$ cat config.mk
export PLATFORM = sky130hd
export DESIGN_NAME = lzc_seq_ctrl_flat
export DESIGN_NICKNAME = d
export VERILOG_FILES = /design/src/rtl/lzc_pkg.sv /design/src/rtl/lzc_seq_ctrl_if.sv /design/src/rtl/lzc_chunk.sv /design/src/rtl/lzc_seq_ctrl.sv /design/src/flat_wrapper.sv
export SDC_FILE = /design/constraint.sdc
export NUM_CORES = 1
export LEC_CHECK = 0
export CORE_MARGIN = 5
export CORE_UTILIZATION = 50
export CTS_CLUSTER_SIZE = 8
export DETAILED_ROUTE_END_ITERATION = 10
export PLACE_DENSITY = 0.75
export RECOVER_POWER = 25
export SYNTH_ARGS = -nofsm -noshare
export SYNTH_HDL_FRONTEND = slang
export SYNTH_SLANG_ARGS = --single-unit
$ cat constraint.sdc
create_clock -name clk -period 4.8 [get_ports clk]
set_input_delay 1.44 -clock clk [delete_from_list [all_inputs] [get_ports clk]]
set_output_delay 1.44 -clock clk [all_outputs]
set_load 0.005 [all_outputs]
$ cat src/rtl/lzc_pkg.sv
// Shared types and helpers for the sequential leading-zero counter.
package lzc_pkg;

    typedef enum logic [1:0] {
        IDLE,
        SCAN,
        DONE
    } state_t;

    function automatic int cnt_w(input int x);
        return $clog2(x + 1);
    endfunction

endpackage

$ cat src/rtl/lzc_seq_ctrl_if.sv
// Operand request and result handshake bundle for lzc_seq_ctrl.
interface lzc_seq_ctrl_if
    import lzc_pkg::*;
#(
    parameter int DATA_W = 32
);
    localparam int CW = cnt_w(DATA_W);

    logic              in_valid;
    logic              in_ready;
    logic [DATA_W-1:0] in_data;
    logic              out_valid;
    logic              out_ready;
    logic [CW-1:0]     out_count;
    logic              out_nonzero;

    modport master (
        output in_valid,
        output in_data,
        output out_ready,
        input  in_ready,
        input  out_valid,
        input  out_count,
        input  out_nonzero
    );

    modport slave (
        input  in_valid,
        input  in_data,
        input  out_ready,
        output in_ready,
        output out_valid,
        output out_count,
        output out_nonzero
    );

endinterface

$ cat src/rtl/lzc_chunk.sv
// Combinational leading-zero count of one chunk, scanned from its MSB.
module lzc_chunk
    import lzc_pkg::*;
#(
    parameter int CHUNK_W = 8,
    localparam int CCW = cnt_w(CHUNK_W)
) (
    input  logic [CHUNK_W-1:0] chunk,
    output logic [CCW-1:0]     count,
    output logic               nonzero
);

    always_comb begin
        count   = '0;
        nonzero = 1'b0;
        for (int i = CHUNK_W - 1; i >= 0; i--) begin
            if (!nonzero) begin
                if (chunk[i]) begin
                    nonzero = 1'b1;
                end else begin
                    count = count + 1'b1;
                end
            end
        end
    end

endmodule

$ cat src/rtl/lzc_seq_ctrl.sv
// Sequential leading-zero counter: scans one chunk per cycle from the MSB.
module lzc_seq_ctrl
    import lzc_pkg::*;
#(
    parameter int DATA_W  = 32,
    parameter int CHUNK_W = 8
) (
    input  logic         clk,
    input  logic         rst,
    lzc_seq_ctrl_if.slave bus,
    output logic         busy
);

    localparam int NCHUNK = DATA_W / CHUNK_W;
    localparam int CW     = cnt_w(DATA_W);
    localparam int CCW    = cnt_w(CHUNK_W);
    localparam int IDX_W  = (NCHUNK > 1) ? $clog2(NCHUNK) : 1;
    localparam logic [IDX_W-1:0] LAST = IDX_W'(NCHUNK - 1);

    generate
        if ((DATA_W % CHUNK_W) != 0 || NCHUNK < 2) begin : g_bad_params
            $error("lzc_seq_ctrl: DATA_W must be a multiple of CHUNK_W, >= 2 chunks");
        end
    endgenerate

    state_t            state;
    logic [DATA_W-1:0] sh;
    logic [CW-1:0]     acc;
    logic [IDX_W-1:0]  idx;
    logic              nz;

    logic [CCW-1:0]    ccnt;
    logic              cnz;

    lzc_chunk #(
        .CHUNK_W (CHUNK_W)
    ) u_chunk (
        .chunk   (sh[DATA_W-1 -: CHUNK_W]),
        .count   (ccnt),
        .nonzero (cnz)
    );

    // DONE spends one cycle registering the result before raising out_valid
    always_ff @(posedge clk) begin
        if (rst) begin
            state           <= IDLE;
            sh              <= '0;
            acc             <= '0;
            idx             <= '0;
            nz              <= 1'b0;
            busy            <= 1'b0;
            bus.in_ready    <= 1'b1;
            bus.out_valid   <= 1'b0;
            bus.out_count   <= '0;
            bus.out_nonzero <= 1'b0;
        end else begin
            unique case (state)
                IDLE: begin
                    if (bus.in_valid) begin
                        sh           <= bus.in_data;
                        acc          <= '0;
                        idx          <= '0;
                        state        <= SCAN;
                        bus.in_ready <= 1'b0;
                        busy         <= 1'b1;
                    end
                end
                SCAN: begin
                    if (cnz) begin
                        acc   <= acc + CW'(ccnt);
                        nz    <= 1'b1;
                        state <= DONE;
                    end else begin
                        acc <= acc + CW'(CHUNK_W);
                        if (idx == LAST) begin
                            nz    <= 1'b0;
                            state <= DONE;
                        end else begin
                            sh  <= sh << CHUNK_W;
                            idx <= idx + 1'b1;
                        end
                    end
                end
                DONE: begin
                    if (!bus.out_valid) begin
                        bus.out_valid   <= 1'b1;
                        bus.out_count   <= acc;
                        bus.out_nonzero <= nz;
                    end else if (bus.out_ready) begin
                        bus.out_valid <= 1'b0;
                        bus.in_ready  <= 1'b1;
                        busy          <= 1'b0;
                        state         <= IDLE;
                    end
                end
                default: begin
                    state <= IDLE;
                end
            endcase
        end
    end

endmodule

$ cat src/flat_wrapper.sv
// flat-port wrapper written by rule: the top's interface ports become plain ports
module lzc_seq_ctrl_flat import lzc_pkg::*;
#(
    parameter int DATA_W  = 32,
    parameter int CHUNK_W = 8
)
  (clk, rst, busy, bus_in_valid, bus_in_data, bus_out_ready, bus_in_ready, bus_out_valid, bus_out_count, bus_out_nonzero);
  lzc_seq_ctrl_if #(.DATA_W(DATA_W)) bus_i ();
  input  logic clk;
  input  logic rst;
  output logic busy;
  input wire logic [$bits(bus_i.in_valid)-1:0] bus_in_valid;
  input wire logic [$bits(bus_i.in_data)-1:0] bus_in_data;
  input wire logic [$bits(bus_i.out_ready)-1:0] bus_out_ready;
  output wire logic [$bits(bus_i.in_ready)-1:0] bus_in_ready;
  output wire logic [$bits(bus_i.out_valid)-1:0] bus_out_valid;
  output wire logic [$bits(bus_i.out_count)-1:0] bus_out_count;
  output wire logic [$bits(bus_i.out_nonzero)-1:0] bus_out_nonzero;
  assign bus_i.in_valid = bus_in_valid;
  assign bus_i.in_data = bus_in_data;
  assign bus_i.out_ready = bus_out_ready;
  assign bus_in_ready = bus_i.in_ready;
  assign bus_out_valid = bus_i.out_valid;
  assign bus_out_count = bus_i.out_count;
  assign bus_out_nonzero = bus_i.out_nonzero;
  lzc_seq_ctrl #(.DATA_W(DATA_W), .CHUNK_W(CHUNK_W)) u_core (.clk(clk), .rst(rst), .bus(bus_i), .busy(busy));
endmodule
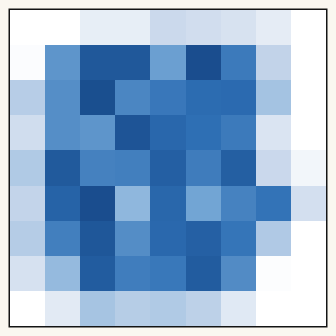
run_1/cell_density.png
9 x 9 tiles, from white (low) to dark blue (high), 0 to 100% covered.
densest ninth of the die: center
nearly empty tiles: 16%
emptiest ninth of the die: south-east
tiles over 75% full: 24%
fullest tile: 88%
mean over tiles: 45%

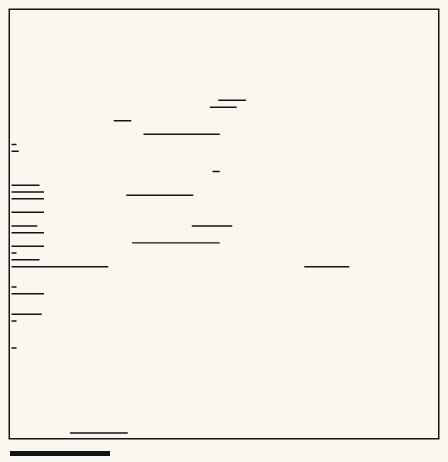
run_1/layer_met3.png
The bar under the picture is 20 um long.
main direction: horizontal
wire length on this layer: 170 um
share of all routed wire: 3.0%
nets with wire on the layer: 22
longest straight run: 19.1 um

==> report_table.html, run 1 <==
<p>Metrics extracted from the flow reports.</p>
<table>
<tr><th>Metric</th><th>Value</th></tr>
<tr><th colspan="2">Drt</th></tr>
<tr><td>DR iter-0 viols</td><td>112</td></tr>
<tr><td>Detailed-route wire length per cell</td><td>13.53 um</td></tr>
<tr><td>Vias per inst</td><td>5.443</td></tr>
<tr><th colspan="2">Clock tree</th></tr>
<tr><td>Clock-pin slew reported for the worst setup and hold paths after clock tree synthesis</td><td>0.09 ns</td></tr>
<tr><td>Clock Tree Buf Depth</td><td>2</td></tr>
<tr><td>Total clock buffers created by CTS</td><td>5</td></tr>
<tr><td>Hold Buf Count CTS</td><td>0</td></tr>
<tr><th colspan="2">Timing</th></tr>
<tr><td>Worst-margin pin slew</td><td>1.692 ns</td></tr>
<tr><td>Number of pins exceeding their max-slew limit in the final report</td><td>33</td></tr>
<tr><td>Tmin final</td><td>4.287 ns</td></tr>
<tr><td>Worst setup slack after layout</td><td>0.5129 ns</td></tr>
<tr><td>Final number of hold-violating endpoints</td><td>0</td></tr>
<tr><td>Final TNS setup</td><td>0 ns</td></tr>
<tr><th colspan="2">Pwr</th></tr>
<tr><td>Register share of total power</td><td>42.3%</td></tr>
<tr><td>Combinational share of power</td><td>35.5%</td></tr>
<tr><td>Top power group</td><td>sequential cells</td></tr>
<tr><td>Standby leakage power</td><td>1.259 nW</td></tr>
<tr><td>Clock power frac</td><td>22.1%</td></tr>
<tr><td>Total power divided by cell area</td><td>360.0 nW/um2</td></tr>
<tr><td>Overall Power</td><td>1.230 mW</td></tr>
<tr><th colspan="2">Logic synthesis</th></tr>
<tr><td>Basic-gate share of the synthesized area counting and, or, nand and nor cells</td><td>16.39%</td></tr>
<tr><td>Most frequent cell after synthesis</td><td>nor2_1</td></tr>
<tr><td>Compound-Gate Fraction of Synth Area</td><td>22.45%</td></tr>
<tr><td>Number of cell instances after yosys synthesis</td><td>308</td></tr>
<tr><td>FF+latch count, synth</td><td>53</td></tr>
<tr><td>Biggest area consumer among synthesized cells</td><td>dfxtp_1</td></tr>
<tr><td>Number of flops mapped to enable cells by yosys</td><td>0</td></tr>
<tr><td>Fraction of the mapped netlist area in adder cells</td><td>5.057%</td></tr>
<tr><td>Proportion of synthesized chip area in sequential cells</td><td>36.97%</td></tr>
<tr><td>Post-Synthesis Cell Area</td><td>2870 um2</td></tr>
<tr><th colspan="2">Global route</th></tr>
<tr><td>Maximum number of pins on one net before global-route repair</td><td>49</td></tr>
<tr><td>Global-route wire length before repair</td><td>9653 um</td></tr>
<tr><th colspan="2">Status</th></tr>
<tr><td>Violated checks</td><td>capacitance limit, slew limit</td></tr>
<tr><td>Run status</td><td>complete, but fails checks</td></tr>
<tr><th colspan="2">Worst setup path</th></tr>
<tr><td>Critical Path Max Stage Delay</td><td>0.48 ns</td></tr>
<tr><td>Worst endpoint required time</td><td>5.00 ns</td></tr>
<tr><td>Worst endpoint data arrival time</td><td>4.49 ns</td></tr>
<tr><td>Critical path cell sequence</td><td>nor4_4 -&gt; nor2_1 -&gt; ha_1 -&gt; nor2_1 -&gt; a21oi_1 -&gt; nor2_1 -&gt; o31a_1 -&gt; ha_1 -&gt; mux2_2 -&gt; ha_1 -&gt; nand2b_1 -&gt; xnor2_1 -&gt; nand2_1 -&gt; xnor2_1 -&gt; ha_1 -&gt; o21ai_0 -&gt; nor2_1 -&gt; o21ai_0 -&gt; o22ai_1 -&gt; mux2_2</td></tr>
<tr><td>Capturing element type of the critical path</td><td>flip-flop</td></tr>
<tr><th colspan="2">Die</th></tr>
<tr><td>Chip height</td><td>85.77 um</td></tr>
<tr><td>Area enclosed by the die boundary</td><td>7356 um2</td></tr>
<tr><th colspan="2">Final layout</th></tr>
<tr><td>Comb/total area</td><td>49.14%</td></tr>
<tr><td>Finished Layout Cells</td><td>418</td></tr>
<tr><td>Diode count</td><td>0</td></tr>
<tr><td>Non-clock buffer share of cell area</td><td>13.55%</td></tr>
<tr><td>Clk tree area frac</td><td>2.966%</td></tr>
<tr><td>Registers with the most flip-flops</td><td>u_core.sh x32, u_core.acc x6, u_core.bus.out_count x6</td></tr>
<tr><td>Combined area of the multi-input logic cells</td><td>1679 um2</td></tr>
<tr><td>Final core occ</td><td>61.68%</td></tr>
<tr><td>Net count, final</td><td>392</td></tr>
<tr><td>Share of layout cells above drive strength 1</td><td>11.56%</td></tr>
<tr><td>Layout Cell Area excl Fill</td><td>3417 um2</td></tr>
<tr><td>FILL cells</td><td>494</td></tr>
<tr><th colspan="2">Place</th></tr>
<tr><td>Total cell area at the placement stage</td><td>3321 um2</td></tr>
<tr><td>Port-buffer cells</td><td>45</td></tr>
<tr><td>Weighted congestion reported at the end of routability-driven placement</td><td>0.8123</td></tr>
<tr><th colspan="2">Job</th></tr>
<tr><td>Number of maximum-capacitance constraint violations</td><td>1</td></tr>
</table>
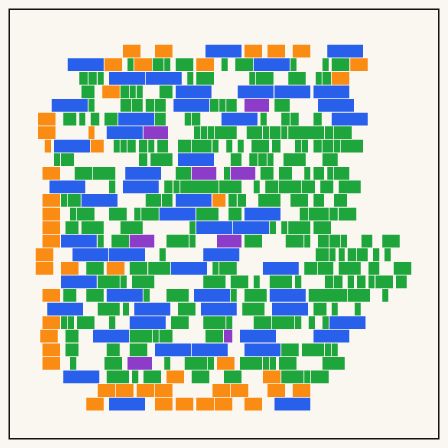
run_1/placement_by_type.png
[clock drivers and dummy loads] purple | cells: 8 | share of their area: 3.0%
[combinational and other logic] green | cells: 237 | share of their area: 51%
[flops] blue | cells: 53 | share of their area: 32%
[other buffers and delay cells] orange | cells: 48 | share of their area: 14%

## run 1: worst max-delay path: cells and delay by family, from the launching register on
kind / cells / cell delay, ns
and+or+nand+nor: 7 / 0.94
xor gates and xnor gates: 2 / 0.27
DFF: 1 / 0.36
adders and majority gates: 4 / 1.19
AOI/OAI and AO/OA: 5 / 0.78
muxes: 2 / 0.63
## run 1: placed cells by master, fill, tap and decap left out, drive strengths merged, types with 2 or more instances in the layout
cell / instances
o21a: 2
buf: 2
o21ai: 9
a31oi: 2
o31a: 2
mux2: 2
clkdlybuf4s50: 41
a211oi: 28
nor2: 61
a21o: 5
a22oi: 8
clkbuf: 9
dfxtp: 53
nor2b: 4
ha: 10
nand2b: 8
nand3: 6
o21bai: 2
nand2: 15
dlygate4sd3: 3
nor4: 2
a21oi: 13
xnor2: 3
or2: 2
inv: 6
mux2i: 37
## run 1: path summary, 6_finish.rpt
| kind | startpoint | endpoint | slack (ns) | cells past startpoint |
|---|---|---|---|---|
| max | u_core.sh[31]$_SDFFE_PP0P_ | u_core.acc[5]$_SDFFE_PP0P_ | 0.51 | 20 |
| min | u_core.bus.out_valid$_SDFFE_PP0P_ | u_core.bus.out_valid$_SDFFE_PP0P_ | 0.49 | 2 |
| max reg2reg | u_core.sh[31]$_SDFFE_PP0P_ | u_core.acc[5]$_SDFFE_PP0P_ | 0.51 | 20 |
| min reg2reg | u_core.bus.out_valid$_SDFFE_PP0P_ | u_core.bus.out_valid$_SDFFE_PP0P_ | 0.49 | 2 |
## run 1: layer usage
metal | GRT usage (%) | share of wire, % | vias to the layer above
li1 | - | - | 1176
met1 | 20.54 | 48 | 1061
met2 | 26.91 | 47 | 32
met3 | 3.458 | 3.0 | 6
met4 | 4.892 | 1.3 | 0
met5 | 0 | 0 | -
run_1/flops_by_reg.png
The bar under the picture is 20 um long.
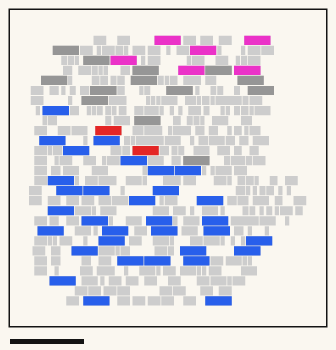

==> run 2, diff against run 1 <==
CORE_ASPECT_RATIO = 0.75   (was default)
DONT_BUFFER_PORTS = 1   (was default)
PLACE_DENSITY = 0.65   (was 0.75)
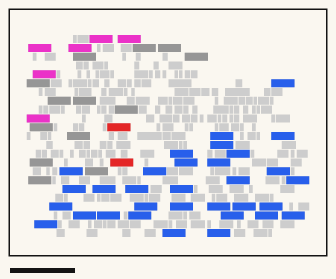
run_2/flops_by_reg.png
The bar under the picture is 20 um long.
[u_core.bus.out_count] magenta | sequential cells: 6 | where: north-west
[u_core.sh] blue | sequential cells: 32
[u_core.idx] red | sequential cells: 2

==> run 2 against run 1 <==
Net effect:
- the flow still finishes with violations (capacitance limit, slew limit)
- cell area down 14%
- register-to-register slack barely moved
- critical path type unchanged
- power fell by 5.0%
- clock-buffer cell count shrank 1
- flip-flop count stayed put
- synthesized area stayed put
- wire length rose by 1.1%
- clock skew fell by 0.0032 ns
==> report_table.html, run 2 <==
<p>Metrics extracted from the flow reports.</p>
<table>
<tr><th>Metric</th><th>Value</th></tr>
<tr><th colspan="2">Hold path</th></tr>
<tr><td>Critical hold path startpoint</td><td>u_core.idx[1]$_SDFFE_PP0P_</td></tr>
<tr><th colspan="2">Worst setup path</th></tr>
<tr><td>Capturing element type of the critical path</td><td>flip-flop</td></tr>
<tr><td>Worst endpoint data arrival time</td><td>4.48 ns (about the same)</td></tr>
<tr><td>Critical path cell sequence</td><td>nor4_4 -&gt; nor2_1 -&gt; ha_1 -&gt; nor2_1 -&gt; a21oi_1 -&gt; nor2_1 -&gt; o31a_1 -&gt; ha_1 -&gt; mux2_2 -&gt; ha_1 -&gt; nand2b_1 -&gt; xnor2_1 -&gt; nand2_1 -&gt; xnor2_1 -&gt; ha_1 -&gt; o21ai_0 -&gt; nor2_1 -&gt; o21ai_0 -&gt; o22ai_1 -&gt; mux2_2</td></tr>
<tr><td>Worst path top cell family by delay</td><td>adder cells</td></tr>
<tr><td>Crit. Startpoint</td><td>u_core.sh[31]$_SDFFE_PP0P_</td></tr>
<tr><td>Worst endpoint required time</td><td>5.00 ns (about the same)</td></tr>
<tr><td>Critical Path Max Stage Delay</td><td>0.48 ns (about the same)</td></tr>
<tr><th colspan="2">Logic synthesis</th></tr>
<tr><td>Proportion of synthesized chip area in sequential cells</td><td>36.97% (unchanged)</td></tr>
<tr><td>Compound-Gate Fraction of Synth Area</td><td>22.45% (unchanged)</td></tr>
<tr><td>Number of cell instances after yosys synthesis</td><td>308 (unchanged)</td></tr>
<tr><td>Most frequent cell after synthesis</td><td>nor2_1</td></tr>
<tr><td>FF+latch count, synth</td><td>53 (unchanged)</td></tr>
<tr><td>Number of flops mapped to enable cells by yosys</td><td>0 (unchanged)</td></tr>
<tr><th colspan="2">Clock tree</th></tr>
<tr><td>Total clock buffers created by CTS</td><td>5 (unchanged)</td></tr>
<tr><td>Clock Tree Buf Depth</td><td>2 (unchanged)</td></tr>
<tr><td>Hold Buf Count CTS</td><td>0 (unchanged)</td></tr>
<tr><td>Clock-pin slew reported for the worst setup and hold paths after clock tree synthesis</td><td>0.09 ns (about the same)</td></tr>
<tr><th colspan="2">Pwr</th></tr>
<tr><td>Standby leakage power</td><td>1.072 nW (-15%)</td></tr>
<tr><td>Register share of total power</td><td>44.7% (+2.4 points)</td></tr>
<tr><td>Combinational share of power</td><td>33.9% (-1.6 points)</td></tr>
<tr><td>Top power group</td><td>sequential cells</td></tr>
<tr><td>Total power divided by cell area</td><td>396.3 nW/um2 (+10%)</td></tr>
<tr><th colspan="2">Final layout</th></tr>
<tr><td>Share of layout cells above drive strength 1</td><td>12.67% (+1.1 points)</td></tr>
<tr><td>Net count, final</td><td>346 (-12%)</td></tr>
<tr><td>Finished Layout Cells</td><td>375 (-10%)</td></tr>
<tr><td>FILL cells</td><td>502 (+1.6%)</td></tr>
<tr><td>Commonest cells after routing, fill and taps aside</td><td>61 x nor2_1, 53 x dfxtp_1, 37 x mux2i_1, 24 x a211oi_2, 15 x nand2_1</td></tr>
<tr><td>Diode count</td><td>0 (unchanged)</td></tr>
<tr><td>Registers with the most flip-flops</td><td>u_core.sh x32, u_core.acc x6, u_core.bus.out_count x6</td></tr>
<tr><th colspan="2">Die</th></tr>
<tr><td>Area enclosed by the die boundary</td><td>7371 um2 (+0.21%)</td></tr>
<tr><td>Chip height</td><td>75.62 um (-12%)</td></tr>
<tr><th colspan="2">Global route</th></tr>
<tr><td>Met2 Track Usage GR</td><td>24.75% (-2.2 points)</td></tr>
<tr><td>Global-route wire length before repair</td><td>9625 um (-0.29%)</td></tr>
<tr><td>Met3 usage in global routing</td><td>4.849% (+1.4 points)</td></tr>
<tr><td>Maximum number of pins on one net before global-route repair</td><td>55 (+12%)</td></tr>
<tr><td>Met1 usage in global routing</td><td>22.41% (+1.9 points)</td></tr>
<tr><th colspan="2">Job</th></tr>
<tr><td>Number of maximum-capacitance constraint violations</td><td>1 (unchanged)</td></tr>
<tr><th colspan="2">Timing</th></tr>
<tr><td>Final number of hold-violating endpoints</td><td>0 (unchanged)</td></tr>
<tr><td>Number of pins exceeding their max-slew limit in the final report</td><td>32 (-3.0%)</td></tr>
<tr><td>Worst-margin pin slew</td><td>1.987 ns (+0.2951 ns)</td></tr>
<tr><td>Tmin final</td><td>4.282 ns (-0.004637 ns)</td></tr>
<tr><th colspan="2">Status</th></tr>
<tr><td>Run status</td><td>complete, but fails checks</td></tr>
<tr><td>Violated checks</td><td>capacitance limit, slew limit</td></tr>
<tr><th colspan="2">Place</th></tr>
<tr><td>Weighted congestion reported at the end of routability-driven placement</td><td>0.8097 (-0.32%)</td></tr>
<tr><td>Port-buffer cells</td><td>0 (-100%)</td></tr>
<tr><th colspan="2">Drt</th></tr>
<tr><td>Detailed-route wire length per cell</td><td>15.25 um (+13%)</td></tr>
<tr><td>DR iter-0 viols</td><td>115 (+2.7%)</td></tr>
</table>
[run 2: logic make-up after synthesis]
logic type / after synthesis
xor+xnor: 3
fa+ha+maj: 11
simple gates: 103
mux: 39
flops: 53
buf+inv: 24
compound gates: 75
[run 2: cell type report]
cell class / instances / area (um2) / area share [%]
clock inverters: 2 / 13.76 / 0.4667
inverters: 6 / 22.52 / 0.7637
repair buffers: 2 / 11.26 / 0.3818
well taps: 75 / 93.84 / 3.182
multi-input cells: 231 / 1674 / 56.77
flip-flops and latches: 53 / 1061 / 35.98
clock buffers: 6 / 72.57 / 2.461
[run 2: worst paths after layout]
kind / slack [ns] / endpoint / depth (start not counted)
worst max-delay path: 0.52 / u_core.acc[5]$_SDFFE_PP0P_ / 20
worst min-delay path: 0.50 / u_core.idx[1]$_SDFFE_PP0P_ / 2
worst max register to register: 0.52 / u_core.acc[5]$_SDFFE_PP0P_ / 20
worst min register to register: 0.50 / u_core.idx[1]$_SDFFE_PP0P_ / 2
[run 2: per-stage QoR]
| stage | setup WS [ns] | area [um2] | utilization [%] | hold slack [ns] | power [mW] |
|---|---|---|---|---|---|
| 5_1_grt | 0.1015 | 2949 | 53.94 | 0.5266 | 1.265 |
| 3_3_place_gp | 0.6347 | 2872 | 52.52 | 0.4776 | 0.9203 |
| 2_1_floorplan | 0.8483 | 2870 | - | 0.4561 | 0.8820 |
| 4_1_cts | 0.4965 | 2958 | 54.10 | 0.5019 | 1.182 |
| 6_report | 0.5175 | 2949 | 53.94 | 0.4997 | 1.169 |
| 3_5_place_dp | 0.5197 | 2872 | 52.52 | 0.4838 | 0.9289 |
[run 2: routing by layer]
metal,vias to the layer above,wire [um],part of all wire (%)
li1,1081,-,-
met1,952,2899,51
met2,42,2385,42
met3,8,352,6.2
met4,0,80,1.4
met5,-,0,0
run_2/layer_met3.png
The bar under the picture is 20 um long.
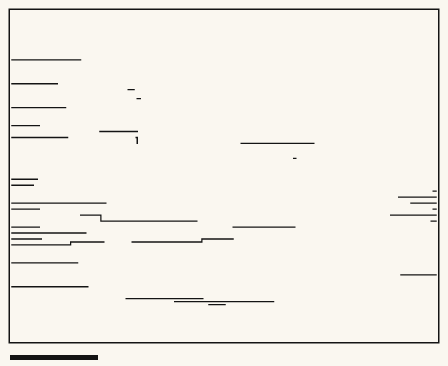

==> run 3, diff against run 2 <==
MAX_ROUTING_LAYER = met4   (was default)
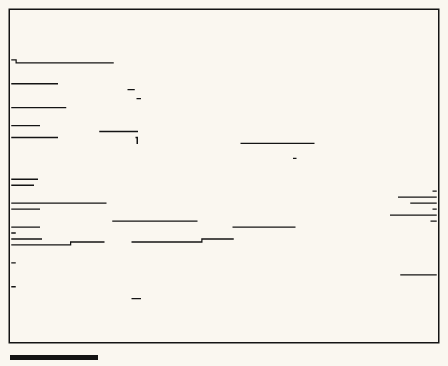
run_3/layer_met3.png
The bar under the picture is 20 um long.
longest straight run: 22.1 um
wire length on this layer: 260 um

==> run 3 against run 2 <==
Net effect:
- the flow still finishes with violations (capacitance limit, slew limit)
- synthesized area unchanged
- cell count is the same
- maximum frequency is essentially flat
- register-to-register slack about the same
- clock power about the same
==> report_table.html, run 3 <==
<p>Metrics extracted from the flow reports.</p>
<table>
<tr><th>Metric</th><th>Value</th></tr>
<tr><th colspan="2">Logic synthesis</th></tr>
<tr><td>Proportion of synthesized chip area in sequential cells</td><td>36.97% (unchanged)</td></tr>
<tr><td>FF+latch count, synth</td><td>53 (unchanged)</td></tr>
<tr><td>Mux share</td><td>13.69%</td></tr>
<tr><td>Post-synthesis average cell area</td><td>9.319 um2</td></tr>
<tr><td>Compound-Gate Fraction of Synth Area</td><td>22.45% (unchanged)</td></tr>
<tr><td>Number of cell instances after yosys synthesis</td><td>308 (unchanged)</td></tr>
<tr><td>Main logic family after synthesis</td><td>AND-OR/OR-AND gates</td></tr>
<tr><td>Proportion of netlist area held by the largest area contributor</td><td>36.97%</td></tr>
<tr><td>Most frequent cell after synthesis</td><td>nor2_1</td></tr>
<tr><td>Number of flops mapped to enable cells by yosys</td><td>0 (unchanged)</td></tr>
<tr><th colspan="2">Place</th></tr>
<tr><td>Number of placed instances with taps included</td><td>367</td></tr>
<tr><td>Port-buffer cells</td><td>0 (unchanged)</td></tr>
<tr><td>Half-perimeter wire length after detailed placement</td><td>4045 um</td></tr>
<tr><td>Weighted congestion reported at the end of routability-driven placement</td><td>0.8216 (+1.5%)</td></tr>
<tr><td>Worst setup timing slack at the placement stage</td><td>0.5197 ns (unchanged)</td></tr>
<tr><td>Total cell area at the placement stage</td><td>2872 um2 (unchanged)</td></tr>
<tr><th colspan="2">Worst setup path</th></tr>
<tr><td>Capturing element type of the critical path</td><td>flip-flop</td></tr>
<tr><td>Worst reg-to-reg setup slack</td><td>0.52 ns (about the same)</td></tr>
<tr><td>Type of element launching the critical path</td><td>flip-flop</td></tr>
<tr><td>R2r worst-path depth</td><td>20 (unchanged)</td></tr>
<tr><td>Capturing instance or port of the critical path</td><td>u_core.acc[5]$_SDFFE_PP0P_</td></tr>
<tr><td>Crit. Startpoint</td><td>u_core.sh[31]$_SDFFE_PP0P_</td></tr>
<tr><td>Worst endpoint required time</td><td>5.00 ns (about the same)</td></tr>
<tr><td>R2r endpoint</td><td>u_core.acc[5]$_SDFFE_PP0P_</td></tr>
<tr><td>Worst endpoint data arrival time</td><td>4.48 ns (about the same)</td></tr>
<tr><th colspan="2">Global route</th></tr>
<tr><td>Global-route wire length before repair</td><td>9618 um (about the same)</td></tr>
<tr><td>Maximum number of pins on one net before global-route repair</td><td>55 (unchanged)</td></tr>
<tr><td>Global-route total usage across every layer</td><td>16.87%</td></tr>
<tr><th colspan="2">Die</th></tr>
<tr><td>Area enclosed by the die boundary</td><td>7371 um2 (unchanged)</td></tr>
<tr><td>Chip height</td><td>75.62 um (unchanged)</td></tr>
<tr><td>Top Ports</td><td>46</td></tr>
<tr><th colspan="2">Final layout</th></tr>
<tr><td>Diode count</td><td>0 (unchanged)</td></tr>
<tr><td>Layout Cell Area excl Fill</td><td>2949 um2 (unchanged)</td></tr>
<tr><td>Net count, final</td><td>346 (unchanged)</td></tr>
<tr><td>Finished Layout Cells</td><td>375 (unchanged)</td></tr>
<tr><td>Reg with most FFs</td><td>u_core.sh</td></tr>
<tr><td>Registers with the most flip-flops</td><td>u_core.sh x32, u_core.acc x6, u_core.bus.out_count x6</td></tr>
<tr><td>Commonest cells after routing, fill and taps aside</td><td>61 x nor2_1, 53 x dfxtp_1, 37 x mux2i_1, 24 x a211oi_2, 15 x nand2_1</td></tr>
<tr><td>Share of layout cells above drive strength 1</td><td>12.67% (unchanged)</td></tr>
<tr><td>Most common library cell in the layout ignoring fill and taps</td><td>nor2_1</td></tr>
<tr><td>Max FFs per register</td><td>32</td></tr>
<tr><td>Final core occ</td><td>53.94% (unchanged)</td></tr>
<tr><th colspan="2">Drt</th></tr>
<tr><td>Antenna Nets Post-Route</td><td>0</td></tr>
<tr><td>DR iter-0 viols</td><td>116 (+0.87%)</td></tr>
<tr><td>Drc violations</td><td>0</td></tr>
<tr><td>Detailed-route wire length per cell</td><td>15.21 um (-0.23%)</td></tr>
<tr><td>Vias per inst</td><td>5.560</td></tr>
<tr><th colspan="2">Timing</th></tr>
<tr><td>Worst setup slack after layout</td><td>0.5215 ns (+0.003933 ns)</td></tr>
<tr><td>Worst-margin pin slew</td><td>1.980 ns (-0.006741 ns)</td></tr>
<tr><td>Final number of hold-violating endpoints</td><td>0 (unchanged)</td></tr>
<tr><td>Tmin final</td><td>4.279 ns (-0.003933 ns)</td></tr>
<tr><td>Number of pins exceeding their max-slew limit in the final report</td><td>32 (unchanged)</td></tr>
<tr><th colspan="2">Clock tree</th></tr>
<tr><td>Clock Tree Buf Depth</td><td>2 (unchanged)</td></tr>
<tr><td>CTS-repair resized insts</td><td>0</td></tr>
<tr><td>Total clock buffers created by CTS</td><td>5 (unchanged)</td></tr>
<tr><td>Clock-pin slew reported for the worst setup and hold paths after clock tree synthesis</td><td>0.09 ns (about the same)</td></tr>
<tr><td>Hold Buf Count CTS</td><td>0 (unchanged)</td></tr>
<tr><td>Source-to-sink clock delay at the later pin of the worst-skew pair</td><td>0.30 ns</td></tr>
<tr><th colspan="2">Pwr</th></tr>
<tr><td>Register share of total power</td><td>44.7% (about the same)</td></tr>
<tr><td>Sw Ratio</td><td>34.48%</td></tr>
<tr><td>VDD IR-drop max</td><td>0.0002107 V</td></tr>
<tr><td>Internal cell power</td><td>0.7651 mW</td></tr>
<tr><td>Combinational share of power</td><td>33.9% (about the same)</td></tr>
<tr><td>Standby leakage power</td><td>1.072 nW (unchanged)</td></tr>
<tr><td>Total power divided by cell area</td><td>395.9 nW/um2 (about the same)</td></tr>
<tr><th colspan="2">Status</th></tr>
<tr><td>Run status</td><td>complete, but fails checks</td></tr>
<tr><td>Violated checks</td><td>capacitance limit, slew limit</td></tr>
<tr><th colspan="2">Hold path</th></tr>
<tr><td>Worst min-delay path endpoint</td><td>u_core.idx[1]$_SDFFE_PP0P_</td></tr>
<tr><td>Cell count of the worst hold path</td><td>2 (unchanged)</td></tr>
<tr><td>Critical hold path startpoint</td><td>u_core.idx[1]$_SDFFE_PP0P_</td></tr>
<tr><th colspan="2">Job</th></tr>
<tr><td>Number of maximum-capacitance constraint violations</td><td>1 (unchanged)</td></tr>
</table>
==> run 3: cell families (layout without fill, tap and decap cells) <==
| kind of cell | count (synthesis) | count (layout) |
|---|---|---|
| xor+xnor | 3 | 3 |
| simple gates | 103 | 103 |
| compound gates | 75 | 75 |
| buf+inv | 24 | 16 |
| mux | 39 | 39 |
| fa+ha+maj | 11 | 11 |
| flops | 53 | 53 |
==> run 3: power by group through the flow <==
stage          logic [mW]  registers, mW  clock network, mW
2_1_floorplan       0.361          0.521                  0
3_3_place_gp        0.389          0.531                  0
3_5_place_dp        0.396          0.533                  0
4_1_cts             0.399          0.522              0.261
5_1_grt             0.456          0.529              0.280
6_report            0.396          0.522              0.250
==> run 3: cell type report <==
class / count / area [um2]
fill: 502 / 2519
timing repair buffer: 2 / 11.26
multi-input combinational: 231 / 1674
sequential: 53 / 1061
inverter: 6 / 22.52
tap: 75 / 93.84
clock buffer: 6 / 72.57
clock inverter: 2 / 13.76
==> run 3: critical path, cell delays in order (launching register included) <==
cell and delay [ns]:
dfxtp_1 0.37, nor4_4 0.48, nor2_1 0.08, ha_1 0.31, nor2_1 0.04, a21oi_1 0.11
nor2_1 0.05, o31a_1 0.29, ha_1 0.34, mux2_2 0.29, ha_1 0.20, nand2b_1 0.08
xnor2_1 0.12, nand2_1 0.08, xnor2_1 0.16, ha_1 0.35, o21ai_0 0.10, nor2_1 0.12
o21ai_0 0.09, o22ai_1 0.17, mux2_2 0.35
==> run 3: metrics by stage <==
step	hold slack (ns)	power, mW
after floorplan	0.4561	0.8820
after global placement	0.4776	0.9203
after detailed placement	0.4838	0.9289
after CTS	0.5019	1.182
after global routing	0.5266	1.265
final	0.4997	1.168
==> run 3: metal layers <==
layer	wire [um]	global-route usage, %
met5	0	-
met4	81	5.837
met3	260	4.300
met2	2359	24.83
met1	3003	22.69
Power is estimated from default activity; no workload was simulated.
